Clock routing:
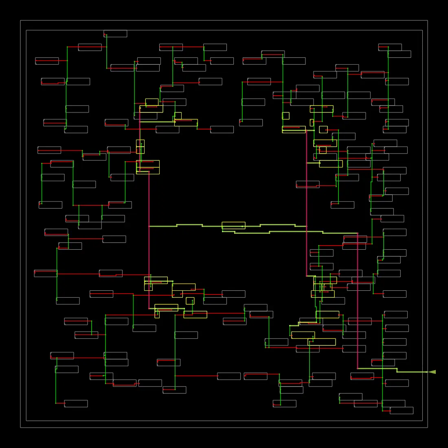
Routed metal, one color a layer:
Bar = 50 um.
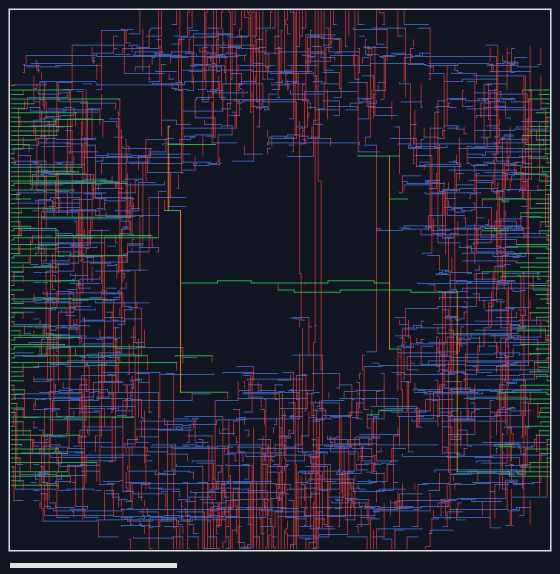
PDN straps and rails:
Bar = 50 um. Pins as bars on the die edge.
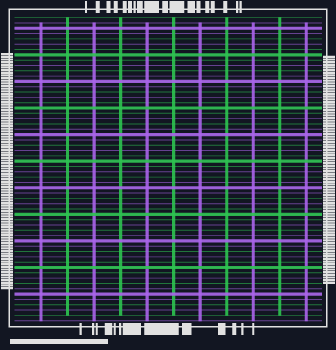
**src/rtl/mem_arbiter_riscv_defines.sv**
```systemverilog
// Shared definitions for the instruction/data memory arbiter.
//   arb_state_t : arbiter FSM states (idle, fetch in flight, data in flight)
//   SIZE_*      : access size codes carried on d_size / mem_size
package mem_arbiter_riscv_defines;

    typedef enum logic [1:0] {
        IDLE    = 2'd0,
        IF_BUSY = 2'd1,
        D_BUSY  = 2'd2
    } arb_state_t;

    localparam logic [1:0] SIZE_BYTE = 2'b00;
    localparam logic [1:0] SIZE_HALF = 2'b01;
    localparam logic [1:0] SIZE_WORD = 2'b10;

endpackage

```
**src/rtl/mem_arbiter.sv**
```systemverilog
// Arbitrates a fetch port and a data port onto one memory port, with at most
// one memory access outstanding.
//
// Ports:
//   clk, rst_n                     clock, asynchronous active-low reset
//   if_req/if_addr                 fetch request in
//   if_gnt/if_rvalid/if_rdata      fetch grant, completion pulse, read data
//   d_req/d_we/d_addr/d_wdata/d_size  data request in
//   d_gnt/d_rvalid/d_rdata         data grant, completion pulse, load data
//   mem_req/mem_we/mem_addr/mem_wdata/mem_size  unified memory request out
//   mem_ready/mem_rdata            memory completion and read data in
//   dbg_state                      current FSM state, for observation
//
// Handshake: a requester holds req and its fields until it sees gnt (a
// one-cycle combinational pulse in IDLE); the fields are captured on that
// edge. mem_req and the mem_* fields are held from the next cycle until the
// cycle mem_ready is high; the owner's rvalid pulses one cycle later.
module mem_arbiter
    import mem_arbiter_riscv_defines::*;
#(
    parameter int DATA_WIDTH   = 32,
    parameter int STARVE_LIMIT = 4
) (
    input  logic                  clk,
    input  logic                  rst_n,
    input  logic                  if_req,
    input  logic [DATA_WIDTH-1:0] if_addr,
    output logic                  if_gnt,
    output logic                  if_rvalid,
    output logic [DATA_WIDTH-1:0] if_rdata,
    input  logic                  d_req,
    input  logic                  d_we,
    input  logic [DATA_WIDTH-1:0] d_addr,
    input  logic [DATA_WIDTH-1:0] d_wdata,
    input  logic [1:0]            d_size,
    output logic                  d_gnt,
    output logic                  d_rvalid,
    output logic [DATA_WIDTH-1:0] d_rdata,
    output logic                  mem_req,
    output logic                  mem_we,
    output logic [DATA_WIDTH-1:0] mem_addr,
    output logic [DATA_WIDTH-1:0] mem_wdata,
    output logic [1:0]            mem_size,
    input  logic                  mem_ready,
    input  logic [DATA_WIDTH-1:0] mem_rdata,
    output arb_state_t            dbg_state
);

    localparam int CNT_W = (STARVE_LIMIT < 1) ? 1 : $clog2(STARVE_LIMIT + 1);
    localparam logic [CNT_W-1:0] STARVE_MAX = CNT_W'(STARVE_LIMIT);

    arb_state_t            state_q, state_d;
    logic [CNT_W-1:0]      starve_q, starve_d;
    logic                  we_q, we_d;
    logic [DATA_WIDTH-1:0] addr_q, addr_d;
    logic [DATA_WIDTH-1:0] wdata_q, wdata_d;
    logic [1:0]            size_q, size_d;
    logic                  if_rvalid_q, if_rvalid_d;
    logic                  d_rvalid_q, d_rvalid_d;
    logic [DATA_WIDTH-1:0] if_rdata_q, if_rdata_d;
    logic [DATA_WIDTH-1:0] d_rdata_q, d_rdata_d;
    logic                  grant_if, grant_d;

    always_comb begin
        state_d     = state_q;
        starve_d    = starve_q;
        we_d        = we_q;
        addr_d      = addr_q;
        wdata_d     = wdata_q;
        size_d      = size_q;
        if_rvalid_d = 1'b0;
        d_rvalid_d  = 1'b0;
        if_rdata_d  = if_rdata_q;
        d_rdata_d   = d_rdata_q;
        grant_if    = 1'b0;
        grant_d     = 1'b0;

        case (state_q)
            IDLE: begin
                // Data normally wins; fetch wins once data has starved it
                // for STARVE_LIMIT consecutive grants.
                if (if_req && (!d_req || starve_q == STARVE_MAX)) begin
                    grant_if = 1'b1;
                end else if (d_req) begin
                    grant_d = 1'b1;
                end

                if (grant_if) begin
                    state_d  = IF_BUSY;
                    addr_d   = if_addr;
                    wdata_d  = '0;
                    we_d     = 1'b0;
                    size_d   = SIZE_WORD;
                    starve_d = '0;
                end else if (grant_d) begin
                    state_d = D_BUSY;
                    addr_d  = d_addr;
                    wdata_d = d_wdata;
                    we_d    = d_we;
                    size_d  = d_size;
                    if (!if_req) begin
                        starve_d = '0;
                    end else if (starve_q != STARVE_MAX) begin
                        starve_d = starve_q + CNT_W'(1);
                    end
                end else if (!if_req) begin
                    starve_d = '0;
                end
            end
            IF_BUSY: begin
                if (mem_ready) begin
                    if_rvalid_d = 1'b1;
                    if_rdata_d  = mem_rdata;
                    state_d     = IDLE;
                end
            end
            D_BUSY: begin
                if (mem_ready) begin
                    d_rvalid_d = 1'b1;
                    // Store completions leave the load data register alone.
                    if (!we_q) begin
                        d_rdata_d = mem_rdata;
                    end
                    state_d = IDLE;
                end
            end
            default: state_d = IDLE;
        endcase
    end

    always_ff @(posedge clk or negedge rst_n) begin
        if (!rst_n) begin
            state_q     <= IDLE;
            starve_q    <= '0;
            we_q        <= 1'b0;
            addr_q      <= '0;
            wdata_q     <= '0;
            size_q      <= '0;
            if_rvalid_q <= 1'b0;
            d_rvalid_q  <= 1'b0;
            if_rdata_q  <= '0;
            d_rdata_q   <= '0;
        end else begin
            state_q     <= state_d;
            starve_q    <= starve_d;
            we_q        <= we_d;
            addr_q      <= addr_d;
            wdata_q     <= wdata_d;
            size_q      <= size_d;
            if_rvalid_q <= if_rvalid_d;
            d_rvalid_q  <= d_rvalid_d;
            if_rdata_q  <= if_rdata_d;
            d_rdata_q   <= d_rdata_d;
        end
    end

    // Grants are combinational; gating with rst_n keeps them low while reset
    // is held even though the state register already reads IDLE.
    assign if_gnt    = grant_if && rst_n;
    assign d_gnt     = grant_d && rst_n;
    assign if_rvalid = if_rvalid_q;
    assign d_rvalid  = d_rvalid_q;
    assign if_rdata  = if_rdata_q;
    assign d_rdata   = d_rdata_q;
    assign mem_req   = (state_q != IDLE);
    assign mem_we    = we_q;
    assign mem_addr  = addr_q;
    assign mem_wdata = wdata_q;
    assign mem_size  = size_q;
    assign dbg_state = state_q;

endmodule

```
**config.mk**
```make
export PLATFORM = sky130hd
export DESIGN_NAME = mem_arbiter
export DESIGN_NICKNAME = d
export VERILOG_FILES = /design/src/rtl/mem_arbiter_riscv_defines.sv /design/src/rtl/mem_arbiter.sv
export SDC_FILE = /design/constraint.sdc
export NUM_CORES = 1
export LEC_CHECK = 0
export ABC_AREA = 1
export CELL_PAD_IN_SITES_DETAIL_PLACEMENT = 1
export CELL_PAD_IN_SITES_GLOBAL_PLACEMENT = 2
export CORE_MARGIN = 2
export CORE_UTILIZATION = 24
export DETAILED_ROUTE_END_ITERATION = 8
export PLACE_DENSITY = 0.9
export SYNTH_ARGS = -nofsm -noshare
export SYNTH_HDL_FRONTEND = slang
export SYNTH_SLANG_ARGS = --single-unit
```
**constraint.sdc**
```tcl
create_clock -name clk -period 2.9 [get_ports clk]
set_clock_uncertainty 0.2 [all_clocks]
set_input_delay 0.725 -clock clk [delete_from_list [all_inputs] [get_ports clk]]
set_output_delay 0.725 -clock clk [all_outputs]
set_load 0.005 [all_outputs]
```
==> impl_metrics.tcl <==
# flow metrics
set metrics [dict create \
    synthCells 717 \
    path_common_cell "inv_1" \
    worstPathArrival_ns 1.85 \
    cp_slowest_cell "clkdlybuf4s50_1" \
    yosysWarningCount 0 \
    grt_util_all_layers 0.156 \
    cts_hold_buf 0 \
    rsz0062_at_grt "no" \
    period_used_share 0.957 \
    setup_viol 0 \
    synth_area_per_cell_sq_um 8.32 \
    worstPathRequired_ns 1.98 \
    synth_area_leader_cell "dfrtp_1" \
    postSynthSeqShare 0.579 \
    grt-ovfl-total 0 \
    critPathLaunchType "register" \
    yosys_area_sq_um 5970 \
    syn-cell-area_sq_um 5970 \
    nNetsFinal 1127 \
    period_needed_ns 2.78 \
    routed_wl_um 20200 \
    worst_slew_pin_slew_ns 0.775 \
    grt_antenna_before_repair 0 \
    fin_total_pwr_uw 9320 \
    gp_congestion 0.746 \
    synth_cell_type_count 20 \
    io_pins 274 \
    place_area_sq_um 9080 \
    grt_pass1_vias 5902 \
    hold_viol 0 \
    critPathMaxFanout 6 \
    max-clock-path-buffers 2 \
    cts_tree "yes" \
    min_path_type "in2async" \
    drive_gt1_frac 0.0601 \
    dpl.hpwl_um 14200 \
    cts_root_buf "clkbuf_16" \
    powerDensity_nw_per_um2 965 \
    routed-via-count 5587 \
    critPathKind "reg2out" \
    r2r_cells 9 \
    final_cells 1323 \
    dp_cells 1290 \
    dr.pass1.iters 4 \
    clkTransAtPathRegs_ns 0.06 \
    routedWlPerCell_um 15.2 \
    fp.dieArea_sq_um 26100 \
    port_buffers 273 \
    rr_startpoint "starve_q[1]$_DFFE_PN0P_" \
    grt_pass1_wl_um 32100 \
    drc 0 \
    slowest_delay_ns 0.54 \
    floorplan.nets 858 \
    via_per_inst 4.22 \
    clock.fmax_mhz 360 \
    area_delta_synth_final_pct 62.0 \
    drt_iter0_drc 254 \
    warning_count 31 \
    synth_flops 138 \
    antennaDiodeCount 0 \
    p_leak_uw 0.00478 \
    max_cap_viol_count 0 \
    reg2reg_slack_ns 0.82 \
    rr_endpoint "mem_addr[16]$_DFFE_PN0P_" \
    top_cells_by_area "dfrtp_1 (58%), nand2_1 (15%), nand3_1 (8.5%)" \
    row_count 57 \
    fp_util 0.245 \
    netlist.area_leader.share 0.579 \
    top_cell "nand2_1" \
    crit_path_end_kind "primary output" \
    ys_async_sr_fraction 1.00 \
    drtAntennaViolNets 0 \
    ys.flop_type "dfrtp_1" \
    clock.latency.late_pin_ns 0.41 \
    cts-htree-levels 4 \
    grt_max_degree 139 \
    cp_cell_sequence "inv_1 -> ha_2 -> inv_1 -> clkdlybuf4s50_1" \
    status "completed" \
    final-max-slew-violation-count 0 \
    synth-edff-count 0 \
    ys_cells 717 \
    relSlewSlack 0.484 \
    stdcell_area_sq_um 9670 \
    synthTopCellsByCount "nand2_1 (241), dfrtp_1 (138), inv_1 (107)" \
]
-- 'clock routing' (at the start) --
clk pwr: 2140 uW
registers: 138
number of buffers created by CTS: 17
CLK BUF: 19
Num Clock Sinks: 138

-- 'routed metal, one color a layer' (at the start) --
| layer | color | wire length |
|---|---|---|
| met4 | orange | 191 um |
| met1 | blue | 8,650 um |
| met2 | red | 9,540 um |
| met3 | green | 1,770 um |

-- 'PDN straps and rails' (at the start) --
| net | color |
|---|---|
| VDD | green |
| VSS | purple |
met4 straps: 11
rows: 57
met5 straps: 11
signal pins: 274
Die Span X: 162 um
peak supply drop: 0.342 mV
die span in y: 162 um
Core Area: 24,400 sq um

[per-layer routing]
layer | vias to the layer above | wire (um) | track usage
met5 | - | 0 | 0
met4 | 0 | 191 | 0.0398
li1 | 2745 | - | -
met3 | 13 | 1770 | 0.0577
met2 | 197 | 9540 | 0.266
met1 | 2632 | 8650 | 0.189
[repair_timing]
item / 4_1_cts / 5_1_grt
setup endpoints to repair: 3 / 0
setup buffers: 1 / 0
resized: 5 / 0
[how the worst max path moves through the flow]
stage	from	endpoint	slack, ns	cells after the start
floorplan	d_req	d_gnt	0.72	5
global placement	d_req	d_gnt	-0.15	6
detailed placement	d_req	d_gnt	-0.21	6
CTS	dbg_state[0]$_DFFE_PN0P_	mem_req	0.08	4
global route	dbg_state[0]$_DFFE_PN0P_	mem_req	0.01	4
finish	dbg_state[0]$_DFFE_PN0P_	mem_req	0.12	4
[final cells by class]
type	count	area, sq um
multi-input combinational	429	1910
sequential	138	3450
clock inverter	13	130
fill	2863	14700
clock buffer	19	443
inverter	109	409
tap	324	405
timing repair buffer	291	2920
[metrics by stage]
| step | setup WS, ns | utilization | hold slack, ns | setup TNS (ns) |
|---|---|---|---|---|
| after floorplan | 0.723 | - | 0.229 | 0 |
| after global placement | -0.152 | 0.372 | 0.261 | -0.239 |
| after detailed placement | -0.211 | 0.372 | 0.266 | -0.387 |
| after CTS | 0.0781 | 0.396 | 0.262 | 0 |
| after global routing | 0.0103 | 0.396 | 0.284 | 0 |
| final | 0.125 | 0.396 | 0.233 | 0 |
[power by group]
group	switching [uW]	internal [uW]	total, uW
Sequential	488	2810	3290
Clock	920	1220	2140
Combinational	1700	2190	3890
[cells in the final DEF (no fill, tap or decap)]
master	count
clkdlybuf4s50_1	269
nand2_1	238
dfrtp_1	138
inv_1	107
nand3_1	101
o21ai_0	67
clkbuf_16	17
buf_4	14
nand2_2	5
nor2_1	5
inv_6	5
ha_1	4
buf_12	4
clkinvlp_4	3
dlygate4sd2_1	3
inv_2	2
o21ai_1	2
nand4_1	2
clkinv_4	2
nor3_1	1
o21ai_4	1
a21oi_2	1
o21a_1	1
ha_2	1
clkinv_2	1
clkbuf_1	1
inv_8	1
bufinv_16	1
clkbuf_8	1
buf_6	1
[logic make-up after synthesis]
logic type,share of synthesized area
AOI/OAI and AO/OA,0.0621
adders and majority gates,0.0105
buffers and inverters,0.104
DFF,0.579
and+or+nand+nor,0.245
[worst max-delay path: cells and delay by family (launching register included)]
family | cells | cell delay [ns]
buffers and inverters | 3 | 0.79
flip-flops | 1 | 0.40
adder cells (fa/ha/maj) | 1 | 0.24
[registers in the layout, summed over array words and instances (netlist names)]
name,count
if_rdata,32
if_rvalid,1
mem_size,2
dbg_state,2
d_rdata,32
mem_wdata,32
mem_addr,32
d_rvalid,1
mem_we,1
starve_q,3
Power and IR drop assume default switching activity.
